[src/rtl/fifo_rr_scheduler_if.sv]
// Bundle of the scheduler's producer, FIFO, consumer and statistics signals.
// The scheduler uses the master view. The environment (producers, FIFO, consumer) uses slave.
interface fifo_rr_scheduler_if #(
  parameter int unsigned NREQ  = 4,
  parameter int unsigned WIDTH = 8,
  parameter int unsigned CNT_W = 16
);
  logic [NREQ-1:0]       req;
  logic [NREQ*WIDTH-1:0] req_data;
  logic [NREQ-1:0]       gnt;
  logic                  fifo_wr_en;
  logic [WIDTH-1:0]      fifo_din;
  logic                  fifo_full;
  logic                  fifo_rd_en;
  logic [WIDTH-1:0]      fifo_dout;
  logic                  fifo_empty;
  logic                  drain_en;
  logic                  out_valid;
  logic [WIDTH-1:0]      out_data;
  logic                  out_ready;
  logic [CNT_W-1:0]      wr_cnt;
  logic [CNT_W-1:0]      rd_cnt;
  logic [CNT_W-1:0]      stall_cnt;

  modport master (
    input  req, req_data, fifo_full, fifo_dout, fifo_empty, drain_en, out_ready,
    output gnt, fifo_wr_en, fifo_din, fifo_rd_en, out_valid, out_data,
           wr_cnt, rd_cnt, stall_cnt
  );

  modport slave (
    output req, req_data, fifo_full, fifo_dout, fifo_empty, drain_en, out_ready,
    input  gnt, fifo_wr_en, fifo_din, fifo_rd_en, out_valid, out_data,
           wr_cnt, rd_cnt, stall_cnt
  );
endinterface

[src/rtl/fifo_rr_scheduler.sv]
// Round-robin write arbiter and drain FSM around one shared synchronous FIFO.
// The FIFO has a registered dout, so a read issued in cycle N is captured in N+1
// and is presented on out_data/out_valid from N+2.
module fifo_rr_scheduler #(
  parameter int unsigned NREQ  = 4,
  parameter int unsigned WIDTH = 8,
  parameter int unsigned CNT_W = 16
) (
  input logic                clk,
  input logic                rst,
  fifo_rr_scheduler_if.master bus
);
  localparam int unsigned PTR_W = (NREQ > 1) ? $clog2(NREQ) : 1;
  localparam int unsigned SUM_W = PTR_W + 1;

  typedef enum logic [1:0] {StIdle, StFetch, StHold} rd_state_e;

  logic [PTR_W-1:0] prio_q, prio_d;
  logic             win_found;
  logic [PTR_W-1:0] win_idx;
  logic             wr_en;
  logic [NREQ-1:0]  gnt;
  logic [WIDTH-1:0] din;

  rd_state_e        state_q, state_d;
  logic             out_valid_q, out_valid_d;
  logic [WIDTH-1:0] out_data_q, out_data_d;
  logic             rd_en;

  logic [CNT_W-1:0] wr_cnt_q, rd_cnt_q, stall_cnt_q;

  // Find the first requester at or after the priority pointer, wrapping modulo NREQ.
  always_comb begin
    logic [SUM_W-1:0] sum;
    sum       = '0;
    win_found = 1'b0;
    win_idx   = '0;
    for (int k = 0; k < NREQ; k++) begin
      sum = {1'b0, prio_q} + SUM_W'(k);
      if (sum >= SUM_W'(NREQ)) begin
        sum = sum - SUM_W'(NREQ);
      end
      if (!win_found && bus.req[sum[PTR_W-1:0]]) begin
        win_found = 1'b1;
        win_idx   = sum[PTR_W-1:0];
      end
    end
  end

  // Write decision; reset suppresses grants so nothing is written in the reset cycle.
  always_comb begin
    wr_en  = (|bus.req) && !bus.fifo_full && !rst;
    gnt    = wr_en ? (NREQ'(1) << win_idx) : '0;
    din    = win_found ? bus.req_data[win_idx*WIDTH +: WIDTH] : '0;
    prio_d = prio_q;
    if (wr_en) begin
      prio_d = (win_idx == PTR_W'(NREQ - 1)) ? '0 : win_idx + PTR_W'(1);
    end
  end

  // Priority pointer: moves past the winner only when a write actually happens.
  always_ff @(posedge clk or posedge rst) begin
    if (rst) begin
      prio_q <= '0;
    end else begin
      prio_q <= prio_d;
    end
  end

  // Drain FSM next state: read, capture registered dout, then hold until accepted.
  always_comb begin
    state_d     = state_q;
    out_valid_d = out_valid_q;
    out_data_d  = out_data_q;
    rd_en       = 1'b0;
    unique case (state_q)
      StIdle: begin
        if (bus.drain_en && !bus.fifo_empty) begin
          rd_en   = 1'b1;
          state_d = StFetch;
        end
      end
      StFetch: begin
        out_data_d  = bus.fifo_dout;
        out_valid_d = 1'b1;
        state_d     = StHold;
      end
      StHold: begin
        if (bus.out_ready) begin
          out_valid_d = 1'b0;
          // Back-to-back read on acceptance gives one item every two cycles.
          if (bus.drain_en && !bus.fifo_empty) begin
            rd_en   = 1'b1;
            state_d = StFetch;
          end else begin
            state_d = StIdle;
          end
        end
      end
      default: begin
        state_d = StIdle;
      end
    endcase
  end

  // Drain FSM and output register state; reset discards any item in flight.
  always_ff @(posedge clk or posedge rst) begin
    if (rst) begin
      state_q     <= StIdle;
      out_valid_q <= 1'b0;
      out_data_q  <= '0;
    end else begin
      state_q     <= state_d;
      out_valid_q <= out_valid_d;
      out_data_q  <= out_data_d;
    end
  end

  // Wrapping statistics counters.
  always_ff @(posedge clk or posedge rst) begin
    if (rst) begin
      wr_cnt_q    <= '0;
      rd_cnt_q    <= '0;
      stall_cnt_q <= '0;
    end else begin
      if (wr_en) begin
        wr_cnt_q <= wr_cnt_q + CNT_W'(1);
      end
      if (out_valid_q && bus.out_ready) begin
        rd_cnt_q <= rd_cnt_q + CNT_W'(1);
      end
      if ((|bus.req) && bus.fifo_full) begin
        stall_cnt_q <= stall_cnt_q + CNT_W'(1);
      end
    end
  end

  assign bus.gnt        = gnt;
  assign bus.fifo_wr_en = wr_en;
  assign bus.fifo_din   = din;
  assign bus.fifo_rd_en = rd_en && !rst;
  assign bus.out_valid  = out_valid_q;
  assign bus.out_data   = out_data_q;
  assign bus.wr_cnt     = wr_cnt_q;
  assign bus.rd_cnt     = rd_cnt_q;
  assign bus.stall_cnt  = stall_cnt_q;

endmodule

[src/flat_wrapper.sv]
// flat-port wrapper written by rule: the top's interface ports become plain ports
module fifo_rr_scheduler_flat 
#(
  parameter int unsigned NREQ  = 4,
  parameter int unsigned WIDTH = 8,
  parameter int unsigned CNT_W = 16
)
  (clk, rst, bus_req, bus_req_data, bus_fifo_full, bus_fifo_dout, bus_fifo_empty, bus_drain_en, bus_out_ready, bus_gnt, bus_fifo_wr_en, bus_fifo_din, bus_fifo_rd_en, bus_out_valid, bus_out_data, bus_wr_cnt, bus_rd_cnt, bus_stall_cnt);
  fifo_rr_scheduler_if #(.NREQ(NREQ), .WIDTH(WIDTH), .CNT_W(CNT_W)) bus_i ();
  input logic clk;
  input logic rst;
  input wire logic [$bits(bus_i.req)-1:0] bus_req;
  input wire logic [$bits(bus_i.req_data)-1:0] bus_req_data;
  input wire logic [$bits(bus_i.fifo_full)-1:0] bus_fifo_full;
  input wire logic [$bits(bus_i.fifo_dout)-1:0] bus_fifo_dout;
  input wire logic [$bits(bus_i.fifo_empty)-1:0] bus_fifo_empty;
  input wire logic [$bits(bus_i.drain_en)-1:0] bus_drain_en;
  input wire logic [$bits(bus_i.out_ready)-1:0] bus_out_ready;
  output wire logic [$bits(bus_i.gnt)-1:0] bus_gnt;
  output wire logic [$bits(bus_i.fifo_wr_en)-1:0] bus_fifo_wr_en;
  output wire logic [$bits(bus_i.fifo_din)-1:0] bus_fifo_din;
  output wire logic [$bits(bus_i.fifo_rd_en)-1:0] bus_fifo_rd_en;
  output wire logic [$bits(bus_i.out_valid)-1:0] bus_out_valid;
  output wire logic [$bits(bus_i.out_data)-1:0] bus_out_data;
  output wire logic [$bits(bus_i.wr_cnt)-1:0] bus_wr_cnt;
  output wire logic [$bits(bus_i.rd_cnt)-1:0] bus_rd_cnt;
  output wire logic [$bits(bus_i.stall_cnt)-1:0] bus_stall_cnt;
  assign bus_i.req = bus_req;
  assign bus_i.req_data = bus_req_data;
  assign bus_i.fifo_full = bus_fifo_full;
  assign bus_i.fifo_dout = bus_fifo_dout;
  assign bus_i.fifo_empty = bus_fifo_empty;
  assign bus_i.drain_en = bus_drain_en;
  assign bus_i.out_ready = bus_out_ready;
  assign bus_gnt = bus_i.gnt;
  assign bus_fifo_wr_en = bus_i.fifo_wr_en;
  assign bus_fifo_din = bus_i.fifo_din;
  assign bus_fifo_rd_en = bus_i.fifo_rd_en;
  assign bus_out_valid = bus_i.out_valid;
  assign bus_out_data = bus_i.out_data;
  assign bus_wr_cnt = bus_i.wr_cnt;
  assign bus_rd_cnt = bus_i.rd_cnt;
  assign bus_stall_cnt = bus_i.stall_cnt;
  fifo_rr_scheduler #(.NREQ(NREQ), .WIDTH(WIDTH), .CNT_W(CNT_W)) u_core (.clk(clk), .rst(rst), .bus(bus_i));
endmodule
[config.mk]
export PLATFORM = sky130hd
export DESIGN_NAME = fifo_rr_scheduler_flat
export DESIGN_NICKNAME = d
export VERILOG_FILES = /design/src/rtl/fifo_rr_scheduler_if.sv /design/src/rtl/fifo_rr_scheduler.sv /design/src/flat_wrapper.sv
export SDC_FILE = /design/constraint.sdc
export NUM_CORES = 1
export LEC_CHECK = 0
export CAP_MARGIN = 20
export CORE_MARGIN = 4
export CORE_UTILIZATION = 41
export CTS_BUF_LIST = sky130_fd_sc_hd__clkbuf_8
export DETAILED_ROUTE_END_ITERATION = 16
export PLACE_DENSITY = 0.79
export SETUP_SLACK_MARGIN = 0.15
export SLEW_MARGIN = 10
export SYNTH_ARGS = -nofsm -noshare
export SYNTH_HDL_FRONTEND = slang
export SYNTH_SLANG_ARGS = --single-unit
export TNS_END_PERCENT = 30
[constraint.sdc]
create_clock -name clk -period 1.8 [get_ports clk]
set_input_delay 0.18 -clock clk [delete_from_list [all_inputs] [get_ports clk]]
set_output_delay 0.18 -clock clk [all_outputs]
set_load 0.1 [all_outputs]
==> flow_summary.toml <==
# generated from flow reports
[clocking]
tritoncts.num_buffers = 9
insertion_delay_ns = 0.33
clkSinkCount = 61
largest_buffer_count_on_any_clock_path = 2
ctsHoldBuffers = 0
ctsRootBufferMaster = "sky130_fd_sc_hd__clkbuf_8"

[place]
place.gp.congestion = 0.817
preCtsSetupSlack_ns = -0.598

[worst_setup_path]
critical_path_depth = 7
cp-end-kind = "primary output"
crit_path_max_fanout = 5
crit_end = "bus_fifo_din[0]"
reg2reg_to = "u_core.prio_q[1]$_DFFE_PP0P_"

[run_status]
failed_checks = "setup timing"
outcome = "finished, violations left"

[power]
power.group.top = "combinational cells"
p_seq_frac = 0.248
report.power.total_mw = 8.63

[layout]
top_layout_cells = "76 x sky130_fd_sc_hd__buf_4, 44 x sky130_fd_sc_hd__clkdlybuf4s50_1, 30 x sky130_fd_sc_hd__xnor2_1"
antennaDiodeCount = 0
stdcell_area_sq_um = 5250
layout.cells.most_common = "sky130_fd_sc_hd__buf_4"

[die]
initial_core_util = 0.420
core_area_sq_um = 7210

[yosys]
netlist.top_cell.by_area = "sky130_fd_sc_hd__dfrtp_1"
synthTopCellsByCount = "61 x sky130_fd_sc_hd__dfrtp_1, 30 x sky130_fd_sc_hd__xnor2_1, 22 x sky130_fd_sc_hd__nand2_1, 18 x sky130_fd_sc_hd__nor2_1, 17 x sky130_fd_sc_hd__mux2i_1"
synth_cells = 271
post_synth_main_area_contributors = "sky130_fd_sc_hd__dfrtp_1 50%, sky130_fd_sc_hd__xnor2_1 8.7%, sky130_fd_sc_hd__mux2i_1 5.6%"
synth.cellmix.compoundShare = 0.0421
synth.cell_area_sq_um = 3030

[global_route]
groute.layer.met1.usage = 0.218
globalRouteMet3Util = 0.0601
grt_start_max_net_pins = 62
first_global_vias = 2745

[timing]
minimum_setup_slack_in_the_final_design_ns = -0.366
setup_viol = 12
timing_max_transition_violations_final = 0

[flow_run]
cap_violations = 0

[min_path]
timing.hold.worst.class = "primary input to flip-flop"
==> what timing repair did <==
| action | 4_1_cts | 5_1_grt |
|---|---|---|
| endpoints found under the setup margin | 27 | 16 |
| setup buffers | 3 | 0 |
| cloned | 1 | 1 |
| resized | 37 | 10 |
| pin swaps | 2 | 1 |
| endpoints found under the hold margin | 0 | 0 |
==> sequential cells by signal (all words and copies together), names as in the netlist <==
signal / count
u_core.bus.rd_cnt: 16
u_core.bus.stall_cnt: 16
u_core.bus.wr_cnt: 16
u_core.bus.out_data: 8
u_core.prio_q: 2
u_core.state_q: 2
u_core.bus.out_valid: 1
==> cell type report <==
type	instances	area [sq um]
Inverter	10	41.3
Sequential cell	61	1620
Fill cell	498	1960
Clock buffer	9	124
Multi-Input combinational cell	194	1780
Timing Repair Buffer	147	1490
Tap cell	99	124
Clock inverter	7	73.8
sizes.png
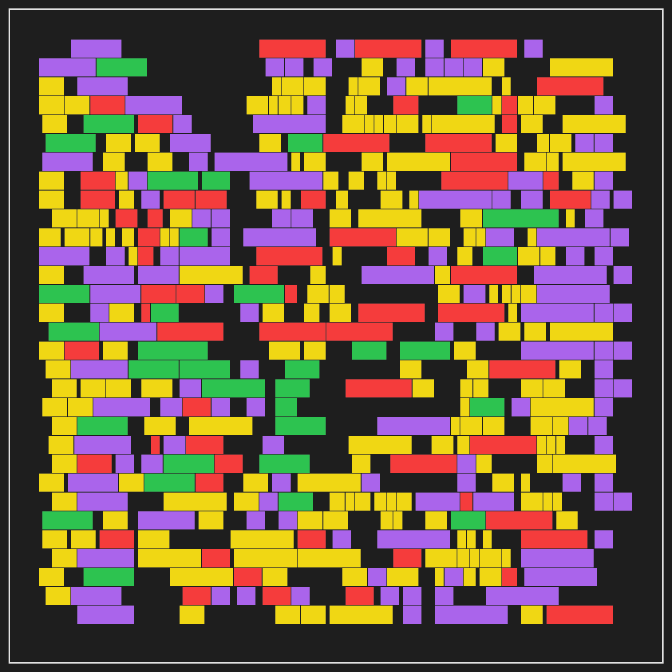
[red] _2 cells | cells: 62 | share: 14%
[purple] _3 and _4 cells | cells: 128 | share: 30%
[green] _6 and larger | cells: 33 | share: 7.7%
[yellow] _0 and _1 cells | cells: 205 | share: 48%

flops_by_reg.png
Bar = 20 microns. Other sequential cells in the stronger grey, the rest of the logic in the fainter grey.
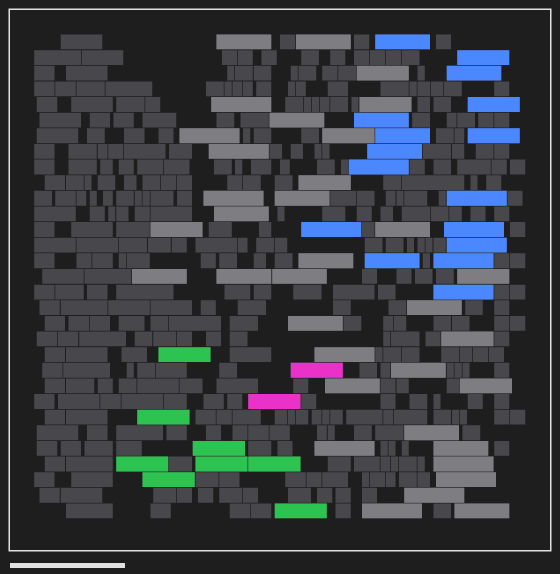
[magenta] u_core.state_q | placed flops: 2
[green] u_core.bus.out_data | placed flops: 8
[blue] u_core.bus.stall_cnt | placed flops: 16
not coloured: 35
final core occ: 0.728
Flop area: 1620 sq um
sequential logic power: 2.14 mW
fraction of area in registers: 0.308

metal_density.png
The die is cut into 19 by 19 equal tiles; dark blue is low, red is high, scaled to the fullest tile. Values are wire area over tile area, all layers added.
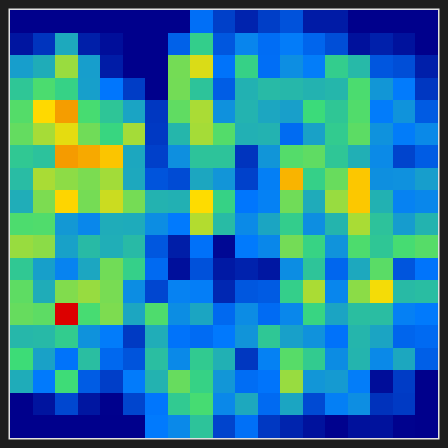
fullest tile: 0.46
densest ninth of the die: west
tiles over half the peak: 20%
mean over tiles: 0.15
nearly empty tiles: 8.9%
Vias: 2604
GRT Total Usage: 0.192
Wirelength per Cell: 15.4 microns
Total Wirelength: 8110 microns

placement.png
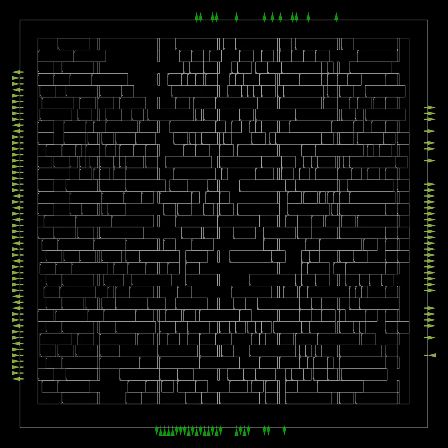
number of fillers in the final layout: 498
count of sequential standard cells: 61
Row Count: 31

No activity file was given, so power comes from the tool's default toggle rates.
